`config.mk`:
```
export PLATFORM = sky130hd
export DESIGN_NAME = usb_line_state_monitor
export DESIGN_NICKNAME = d
export VERILOG_FILES = /design/src/rtl/usb_phy_pkg.sv /design/src/rtl/usb_sync_filter.sv /design/src/rtl/usb_line_state_monitor.sv
export SDC_FILE = /design/constraint.sdc
export NUM_CORES = 1
export LEC_CHECK = 0
export CAP_MARGIN = 20
export CELL_PAD_IN_SITES_DETAIL_PLACEMENT = 0
export CELL_PAD_IN_SITES_GLOBAL_PLACEMENT = 2
export CORE_ASPECT_RATIO = 1.2
export CORE_MARGIN = 2
export CORE_UTILIZATION = 40
export CTS_BUF_LIST = sky130_fd_sc_hd__clkbuf_8
export DETAILED_ROUTE_END_ITERATION = 6
export PLACE_DENSITY = 0.83
export SLEW_MARGIN = 20
export SYNTH_ARGS = -nofsm -noshare
export SYNTH_HDL_FRONTEND = slang
export SYNTH_SLANG_ARGS = --single-unit
```
`constraint.sdc`:
```
create_clock -name clk -period 4.38 [get_ports clk]
set_input_delay 0.657 -clock clk [delete_from_list [all_inputs] [get_ports clk]]
set_output_delay 0.657 -clock clk [all_outputs]
set_load 0.03 [all_outputs]
```
`src/rtl/usb_phy_pkg.sv`:
```
// usb_phy_pkg: line-state codes, monitor FSM encoding and speed-dependent J pattern
package usb_phy_pkg;
  localparam logic [1:0] LS_SE0 = 2'b00;
  localparam logic [1:0] LS_DP  = 2'b10;
  localparam logic [1:0] LS_DN  = 2'b01;
  localparam logic [1:0] LS_SE1 = 2'b11;
  localparam logic [1:0] ST_ACTIVE  = 2'd0;
  localparam logic [1:0] ST_SE0     = 2'd1;
  localparam logic [1:0] ST_RESET   = 2'd2;
  localparam logic [1:0] ST_SUSPEND = 2'd3;
  function automatic logic [1:0] j_code(input logic low_speed);
    return low_speed ? LS_DN : LS_DP;
  endfunction
endpackage

```
`src/rtl/usb_sync_filter.sv`:
```
// usb_sync_filter: per-line synchroniser chain plus persistence filter on the 2-bit line bus
module usb_sync_filter #(
  parameter int SYNC_STAGES   = 2,
  parameter int FILTER_CYCLES = 3
) (
  input  logic       clk,
  input  logic       rst,
  input  logic [1:0] i_line,
  output logic [1:0] o_state,
  output logic       o_change
);
  import usb_phy_pkg::*;
  localparam int FW = $clog2(FILTER_CYCLES + 1);
  logic [SYNC_STAGES-1:0] r_sync_dp, r_sync_dn;
  logic [1:0] r_state, r_cand;
  logic [FW-1:0] r_cnt;
  logic r_change;
  logic [1:0] w_raw;
  logic [FW-1:0] w_next;
  logic w_accept;
  // a candidate differing from the one being counted restarts the count at 1
  always_comb begin
    w_raw = {r_sync_dp[SYNC_STAGES-1], r_sync_dn[SYNC_STAGES-1]};
    w_next = (r_cnt != '0 && w_raw == r_cand) ? r_cnt + FW'(1) : FW'(1);
    w_accept = w_raw != r_state && w_next == FW'(FILTER_CYCLES);
  end
  always_ff @(posedge clk or posedge rst)
    if (rst) begin
      r_sync_dp <= '0;
      r_sync_dn <= '0;
      r_state <= LS_SE0;
      r_cand <= LS_SE0;
      r_cnt <= '0;
      r_change <= 1'b0;
    end else begin
      r_sync_dp <= {r_sync_dp[SYNC_STAGES-2:0], i_line[1]};
      r_sync_dn <= {r_sync_dn[SYNC_STAGES-2:0], i_line[0]};
      r_change <= w_accept;
      r_cnt <= (w_raw == r_state || w_accept) ? '0 : w_next;
      if (w_raw != r_state) r_cand <= w_raw;
      if (w_accept) r_state <= w_raw;
    end
  assign o_state = r_state;
  assign o_change = r_change;
endmodule

```
`src/rtl/usb_line_state_monitor.sv`:
```
// usb_line_state_monitor: filtered USB line decoder with EOP, bus reset, suspend and resume detection
module usb_line_state_monitor #(
  parameter int SYNC_STAGES    = 2,
  parameter int FILTER_CYCLES  = 3,
  parameter bit LOW_SPEED      = 1'b0,
  parameter int EOP_MAX_CYCLES = 8,
  parameter int RESET_CYCLES   = 120,
  parameter int SUSPEND_CYCLES = 144000
) (
  input  logic       clk,
  input  logic       rst,
  input  logic       usb_dp,
  input  logic       usb_dn,
  output logic [1:0] usb_line_state,
  output logic       line_j,
  output logic       line_k,
  output logic       line_se0,
  output logic       line_change,
  output logic       eop,
  output logic       se1_err,
  output logic       bus_reset,
  output logic       suspend,
  output logic       resume
);
  import usb_phy_pkg::*;
  localparam int CNT_W = $clog2(SUSPEND_CYCLES + 1);
  localparam logic [1:0] J_CODE = j_code(LOW_SPEED);
  localparam logic [1:0] K_CODE = ~J_CODE;
  logic [1:0] w_state, r_fsm, w_fsm_next;
  logic w_change, w_j, w_k, w_se0, w_rst_hit, w_susp_hit, w_leave_rst, w_leave_susp;
  logic [CNT_W-1:0] r_dur;
  logic [CNT_W:0] w_held;
  usb_sync_filter #(
    .SYNC_STAGES(SYNC_STAGES),
    .FILTER_CYCLES(FILTER_CYCLES)
  ) u_filter (
    .clk(clk),
    .rst(rst),
    .i_line({usb_dp, usb_dn}),
    .o_state(w_state),
    .o_change(w_change)
  );
  // r_dur is cleared one edge after line_change, so w_held is the number of cycles
  // the current state has been shown before this one (prior state's length on a change)
  always_comb begin
    w_j = w_state == J_CODE;
    w_k = w_state == K_CODE;
    w_se0 = w_state == LS_SE0;
    w_held = {1'b0, r_dur} + (CNT_W+1)'(1);
    w_rst_hit = r_fsm == ST_SE0 && !w_change && int'(w_held) >= RESET_CYCLES;
    w_susp_hit = r_fsm == ST_ACTIVE && !w_change && w_j && int'(w_held) >= SUSPEND_CYCLES;
    w_leave_rst = w_change && !w_se0;
    w_leave_susp = w_change && (w_k || w_se0);
    w_fsm_next = r_fsm == ST_ACTIVE ? (w_change && w_se0 ? ST_SE0 : w_susp_hit ? ST_SUSPEND : ST_ACTIVE)
               : r_fsm == ST_SE0    ? (w_change ? ST_ACTIVE : w_rst_hit ? ST_RESET : ST_SE0)
               : r_fsm == ST_RESET  ? (w_leave_rst ? ST_ACTIVE : ST_RESET)
               : (w_change && w_k ? ST_ACTIVE : w_change && w_se0 ? ST_SE0 : ST_SUSPEND);
  end
  always_ff @(posedge clk or posedge rst)
    if (rst) begin
      r_fsm <= ST_SE0;
      r_dur <= '0;
    end else begin
      r_fsm <= w_fsm_next;
      r_dur <= w_change ? '0 : (r_dur == CNT_W'(SUSPEND_CYCLES) ? r_dur : r_dur + CNT_W'(1));
    end
  assign usb_line_state = w_state;
  assign line_j = w_j;
  assign line_k = w_k;
  assign line_se0 = w_se0;
  assign line_change = w_change;
  assign eop = r_fsm == ST_SE0 && w_change && w_j && int'(w_held) <= EOP_MAX_CYCLES;
  assign se1_err = w_change && w_state == LS_SE1;
  // levels rise with the detecting cycle and fall with the accepting cycle
  assign bus_reset = (r_fsm == ST_RESET && !w_leave_rst) || w_rst_hit;
  assign suspend = (r_fsm == ST_SUSPEND && !w_leave_susp) || w_susp_hit;
  assign resume = r_fsm == ST_SUSPEND && w_change && w_k;
endmodule

```
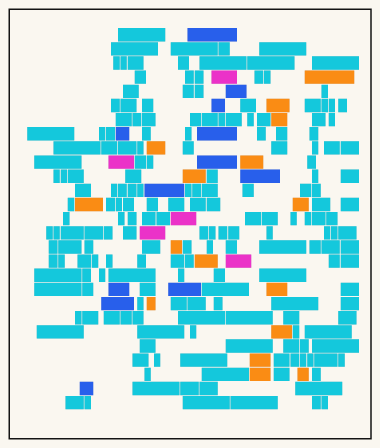
Figure 1: run 1, drive-strength map.
| color | size | cells |
|---|---|---|
| orange | drive 2 | 16 |
| blue | drive 3 to 4 | 12 |
| magenta | drive 6 and up | 5 |
| cyan | drive 1 or less | 195 |
final worst setup slack: 0.3312 ns
Layout Area Growth over Synthesis: 12.99%
Design Area, Final: 0.002307 mm2

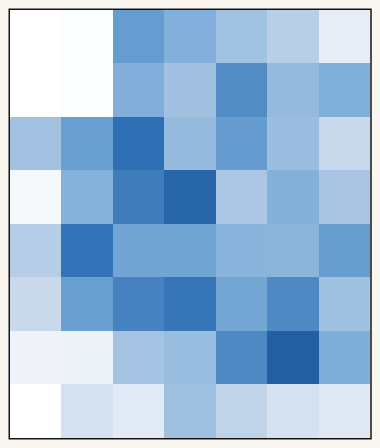
Figure 2: run 1, local utilization.
7 x 8 tiles, from white (low) to dark blue (high), 0 to 100% covered.
nearly empty tiles: 8.9%
mean over tiles: 39%
densest ninth of the die: middle
tiles over 75% full: 3.6%
fullest tile: 81%
Core Box Area: 0.004940 mm2
Core Density at Floorplan: 41.34%

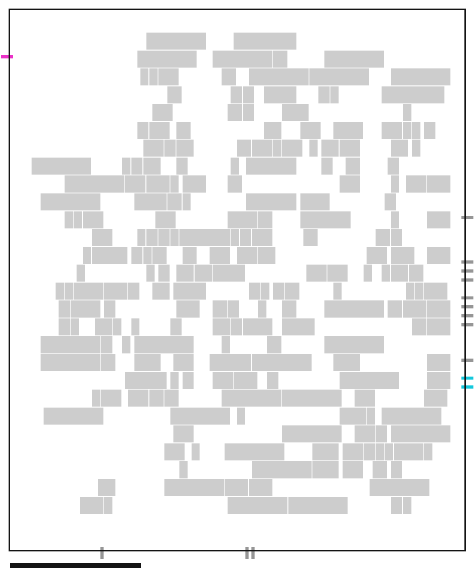
Figure 3: run 1, I/O pins on the die edge.
The bar under the picture is 20 um long. Pins as bars across the die edge, other pins in gray.
| color | port | pins | direction | edge |
|---|---|---|---|---|
| cyan | usb_line_state | 2 | output | right |
| magenta | clk | 1 | input | left |
Die X: 69.23 um
number of buffers inserted by port buffering: 14
chip height: 82.27 um

==> run notes, run 1 <==
Physical implementation status

The run finished with clean final reports. For this run the aggregate overflow at the end of global routing stands at 0. The post-synthesis instance area stands at 0.002042 mm2. In this run the critical path is formed by ha_2, nand4_4, nor4_1, xnor2_1, o2111ai_4, nor4_2, a21oi_2, o21ai_0, clkdlybuf4s50_1. The number of remaining DRC errors stands at 0. The yosys cell count stands at 216. The global-route usage over all layers stands at 19.07%. Summed over all failing endpoints, the final setup total negative slack is 0 ns. The vias after detailed routing stands at 1680.

Buffers outside the clock tree occupy 6.399% of the routed design's cell area. The arrival time of data at the worst endpoint is listed as 3.39 ns. The HPWL reported at the end of detailed placement stands at 3569 um. After the flow finishes, the layout carries non-filler instances totaling 288.

The layout cell share with drive strength beyond 1 stands at 14.47%. The worst setup path is launched from a flop. The worst path in the final design needs a cycle of 4.049 ns, including I/O delays and setup. The first detailed-routing pass ran for 4 iterations.

The final design was reported to hold multi-input combinational gates totalling 164. After detailed placement, the total cell area comes to 0.002216 mm2. Counting instances, the worst hold path has a depth of 0. The yosys synthesis chip area stands at 0.002042 mm2. In the final layout, excluding clock buffers the buffer count is 15. The commonest register cell is sky130_fd_sc_hd__dfrtp_1. The design has 31 sequential cells. The post-CTS hold buffer count recorded in the log is 0. STA classifies the critical path endpoint as a primary output. The highest supply drop recorded on VDD is 0.2800 mV. The number of antenna violations at the first check in global routing was 0. TritonCTS built the clock tree. The fill cell instance count of the final layout stands at 462. For reference, the post-synthesis area per instance comes to 9.454 um2. Based on the critical path, the design can be clocked at up to 247.0 MHz. The non-clock inverters instantiated in the layout total 10. The floorplan has 28 rows. The clock tree cell share of total cell area stands at 3.850%. The CTS report gives the tree buffer count as 5. The slew at the pin closest to its max-slew limit stands at 0.4735 ns.

The post-CTS setup buffer count stands at 0. Post-CTS repair ended up resizing 0 cells. The critical path is of the reg2out type. The final max-slew violation count stands at 0. Endpoints with negative setup slack in the final report add up to 0. Once detail routing completed, the nets flagged for antenna violations numbered 0. The minimum hold slack stands at 0.3506 ns. The average wire length per cell after detail routing stands at 16.87 um.
## run 1: layer usage
| metal | track usage (%) | part of all wire (%) | vias to the layer above |
|---|---|---|---|
| met5 | 0 | 0 | - |
| met4 | 7.647 | 2.7 | 0 |
| met3 | 3.641 | 2.7 | 13 |
| met2 | 33.46 | 51 | 38 |
| met1 | 23.35 | 43 | 829 |
| li1 | - | - | 800 |
## run 1: placed cells by master (no fill, tap or decap), drive strengths merged, types with 2 or more instances in the layout
cell / instances
o21ai: 7
nand2: 15
and4: 2
nor4: 8
inv: 10
nand4: 7
a31oi: 3
nand3b: 2
xnor2: 12
clkdlybuf4s50: 14
or2: 2
xor2: 8
o211ai: 2
and3: 3
or3: 3
nor3: 12
or4: 2
o2111ai: 2
mux2: 4
and2: 2
dfrtp: 30
o41ai: 2
clkinvlp: 2
clkbuf: 5
nor2: 24
nor2b: 3
o31ai: 2
a21oi: 10
nand3: 9
ha: 4
## run 1: flip-flops by register name (all words and copies together), names as in the netlist
signal and cells:
u_filter.o_state 2, r_dur 18, u_filter.r_sync_dp 2, u_filter.o_change 1, u_filter.r_cand 2, u_filter.r_sync_dn 2
r_fsm 2, u_filter.r_cnt 2
## run 1: worst max path at each step
stage | from | to
finish | r_dur[0] | suspend
global placement | r_dur[0] | suspend
floorplan | u_filter.o_state[1] | eop
detailed placement | r_dur[0] | suspend
global route | r_dur[0] | suspend
CTS | r_dur[0] | suspend
## run 1: logic make-up after synthesis
group | count (synthesis) | share of synthesized area [%]
fa+ha+maj | 4 | 2.451
flops | 31 | 38.05
buf+inv | 21 | 4.228
mux | 4 | 2.206
simple gates | 100 | 31.07
xor+xnor | 20 | 8.579
compound gates | 36 | 13.42
## run 1: power by group
group / internal [mW] / switching [mW]
sequential: 0.355 / 0.144
clock: 0.110 / 0.114
combinational: 0.211 / 0.283
==> run 2, diff against run 1 <==
--- a/config.mk
+++ b/config.mk
@@ -13,6 +13,7 @@
 export CORE_UTILIZATION = 40
 export CTS_BUF_LIST = sky130_fd_sc_hd__clkbuf_8
 export DETAILED_ROUTE_END_ITERATION = 6
+export GPL_ROUTABILITY_DRIVEN = 0
 export PLACE_DENSITY = 0.83
 export SLEW_MARGIN = 20
 export SYNTH_ARGS = -nofsm -noshare
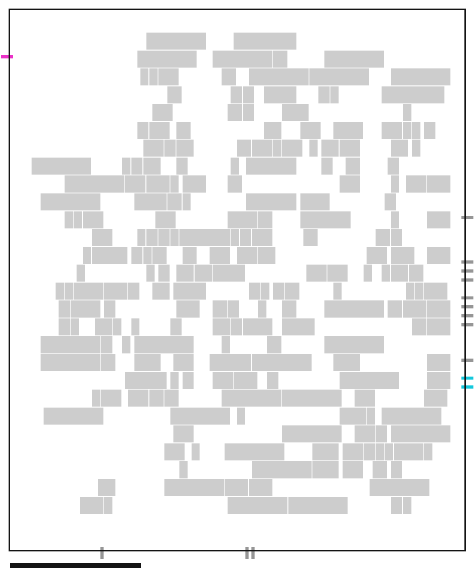
Figure 4: run 2, I/O pins on the die edge.
The bar under the picture is 20 um long. Pins as bars across the die edge, other pins in gray.
| color | port | pins | direction | edge |
|---|---|---|---|---|
| cyan | usb_line_state | 2 | output | right |
| magenta | clk | 1 | input | left |

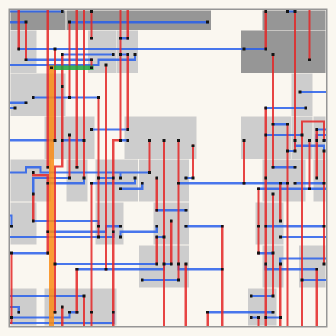
Figure 5: run 2, close-up of the layout.
Window x 42 to 62, y 52 to 72 um. Cells in gray, sequential cells in the stronger gray; small squares are vias.
| color | layer |
|---|---|
| blue | met1 |
| red | met2 |
| orange | met4 |
| green | met3 |
sequential cells in the window: 1
netlist names of flops here include: r_fsm (1)
cells with their middle in the window: 24
most frequent: nor2_1 (4), a21oi_1 (2), nand2_1 (2)

==> run 2 against run 1 <==
- register-to-register slack is essentially flat
- design area unchanged
- sequential share of layout area is the same
- highest routed layer unchanged
- clock power about the same
- worst hold slack stayed put
- clock skew unchanged
==> run notes, run 2 <==
Physical implementation status

The count of input and output buffers stands at 14 (unchanged). The yosys synthesis chip area is 0.002042 mm2 (unchanged). Tracing the worst setup path back leads to its startpoint at r_dur[0]. The area growth from synthesis to final layout stands at 12.99% (unchanged). The arrival time reported for the critical path endpoint came to 3.39 ns (about the same). The total of endpoints with negative setup slack in the final report stands at 0 (unchanged). The critical path is of the reg2out type. The flow ran to the end, and the final reports show no timing, DRC or antenna violations.

The total of hold buffers inserted after clock tree synthesis came to 0 (unchanged). The share of total power in combinational logic stands at 40.6% (about the same). The layout cell share with drive strength beyond 1 stands at 14.47% (unchanged). TritonCTS built the clock tree.

The slew at the pin closest to its max-slew limit stands at 0.4735 ns (unchanged). The yosys cell count stands at 216 (unchanged). The final max-slew violation count stands at 0 (unchanged).

The number of remaining DRC errors came to 0 (unchanged). The total CTS buffers came to 5 (unchanged). The global-route usage over all layers stands at 19.07% (unchanged). The number of rows in the core area stands at 28 (unchanged). The portion of total power attributed to sequential cells came to 41.0% (about the same).

The switching fraction of total power was 44.40% (unchanged). The core utilization before placement stands at 41.34% (unchanged). Leaving out fill and tap cells, the most frequent cells in the layout are 30 x sky130_fd_sc_hd__dfrtp_1, 24 x sky130_fd_sc_hd__nor2_1, 15 x sky130_fd_sc_hd__nand2_1, 14 x sky130_fd_sc_hd__clkdlybuf4s50_1, 12 x sky130_fd_sc_hd__xnor2_1. The setup TNS was 0 ns (unchanged). The achievable clock frequency came to 247.0 MHz (unchanged). The vias after detailed routing came to 1680 (unchanged). The HPWL reported at the end of detailed placement stands at 3569 um (unchanged). STA classifies the critical path startpoint as a flop. The total overflow reported by the global router is 0 (unchanged). The flip-flop count of the largest register after layout was 18 (unchanged). The relative contribution of the clock network to total power was 18.4% (about the same). The library cell used most frequently in the layout, excluding fill and tap cells, is sky130_fd_sc_hd__dfrtp_1.

The capture point of the critical path was reported as suspend. The average wire length per cell after detail routing stands at 16.87 um (unchanged). The cell count of the worst hold path stands at 0 (unchanged). The met2 usage in global routing is 33.46% (unchanged). The final antenna-violating net count came to 0 (unchanged).
-- run 2: cell counts after synthesis --
Identical to the previous run, type by type.
-- run 2: metal layers --
metal  wire length [um]  up-vias
met5                  0        -
met4                133        0
met3                132       13
met2               2480       38
met1               2111      829
li1                   -      800
-- run 2: critical path: cells and delay by family (launching register included) --
kind,cells,cell delay (ns)
buf+inv,1,0.69
compound gates,3,0.36
flops,1,0.50
simple gates,3,0.91
xor+xnor,1,0.25
fa+ha+maj,1,0.38
-- run 2: stage by stage --
| stage | total power [mW] | std cells | cell area, um2 | worst slack [ns] |
|---|---|---|---|---|
| after floorplan | 0.8433 | 216 | 2042 | 0.9987 |
| after global placement | 0.9784 | 280 | 2216 | 0.6281 |
| after detailed placement | 0.9946 | 280 | 2216 | 0.5482 |
| after CTS | 1.223 | 288 | 2305 | 0.1884 |
| after global routing | 1.314 | 288 | 2307 | 0.02378 |
| final | 1.218 | 288 | 2307 | 0.3312 |
-- run 2: power groups by stage --
stage          Combinational [mW]  Clock [mW]  Sequential (mW)
6_report                    0.494       0.224            0.499
3_5_place_dp                0.490           0            0.504
5_1_grt                     0.551       0.246            0.517
4_1_cts                     0.493       0.232            0.499
2_1_floorplan               0.396           0            0.448
3_3_place_gp                0.481           0            0.497
-- run 2: area by class of cell --
cell class                      instances  area [um2]
Inverter                               10       37.54
Tap cell                               60       75.07
Fill cell                             462        2633
Sequential cell                        31       777.0
Clock buffer                            5       68.82
Timing Repair Buffer                   15       147.6
Clock inverter                          3       20.02
Multi-Input combinational cell        164        1181
-- run 2: cells by family after synthesis --
group	Yosys count	synth area share, %
compound gates	36	13.42
fa+ha+maj	4	2.451
simple gates	100	31.07
flops	31	38.05
buf+inv	21	4.228
xor+xnor	20	8.579
mux	4	2.206
Power and IR drop assume default switching activity.
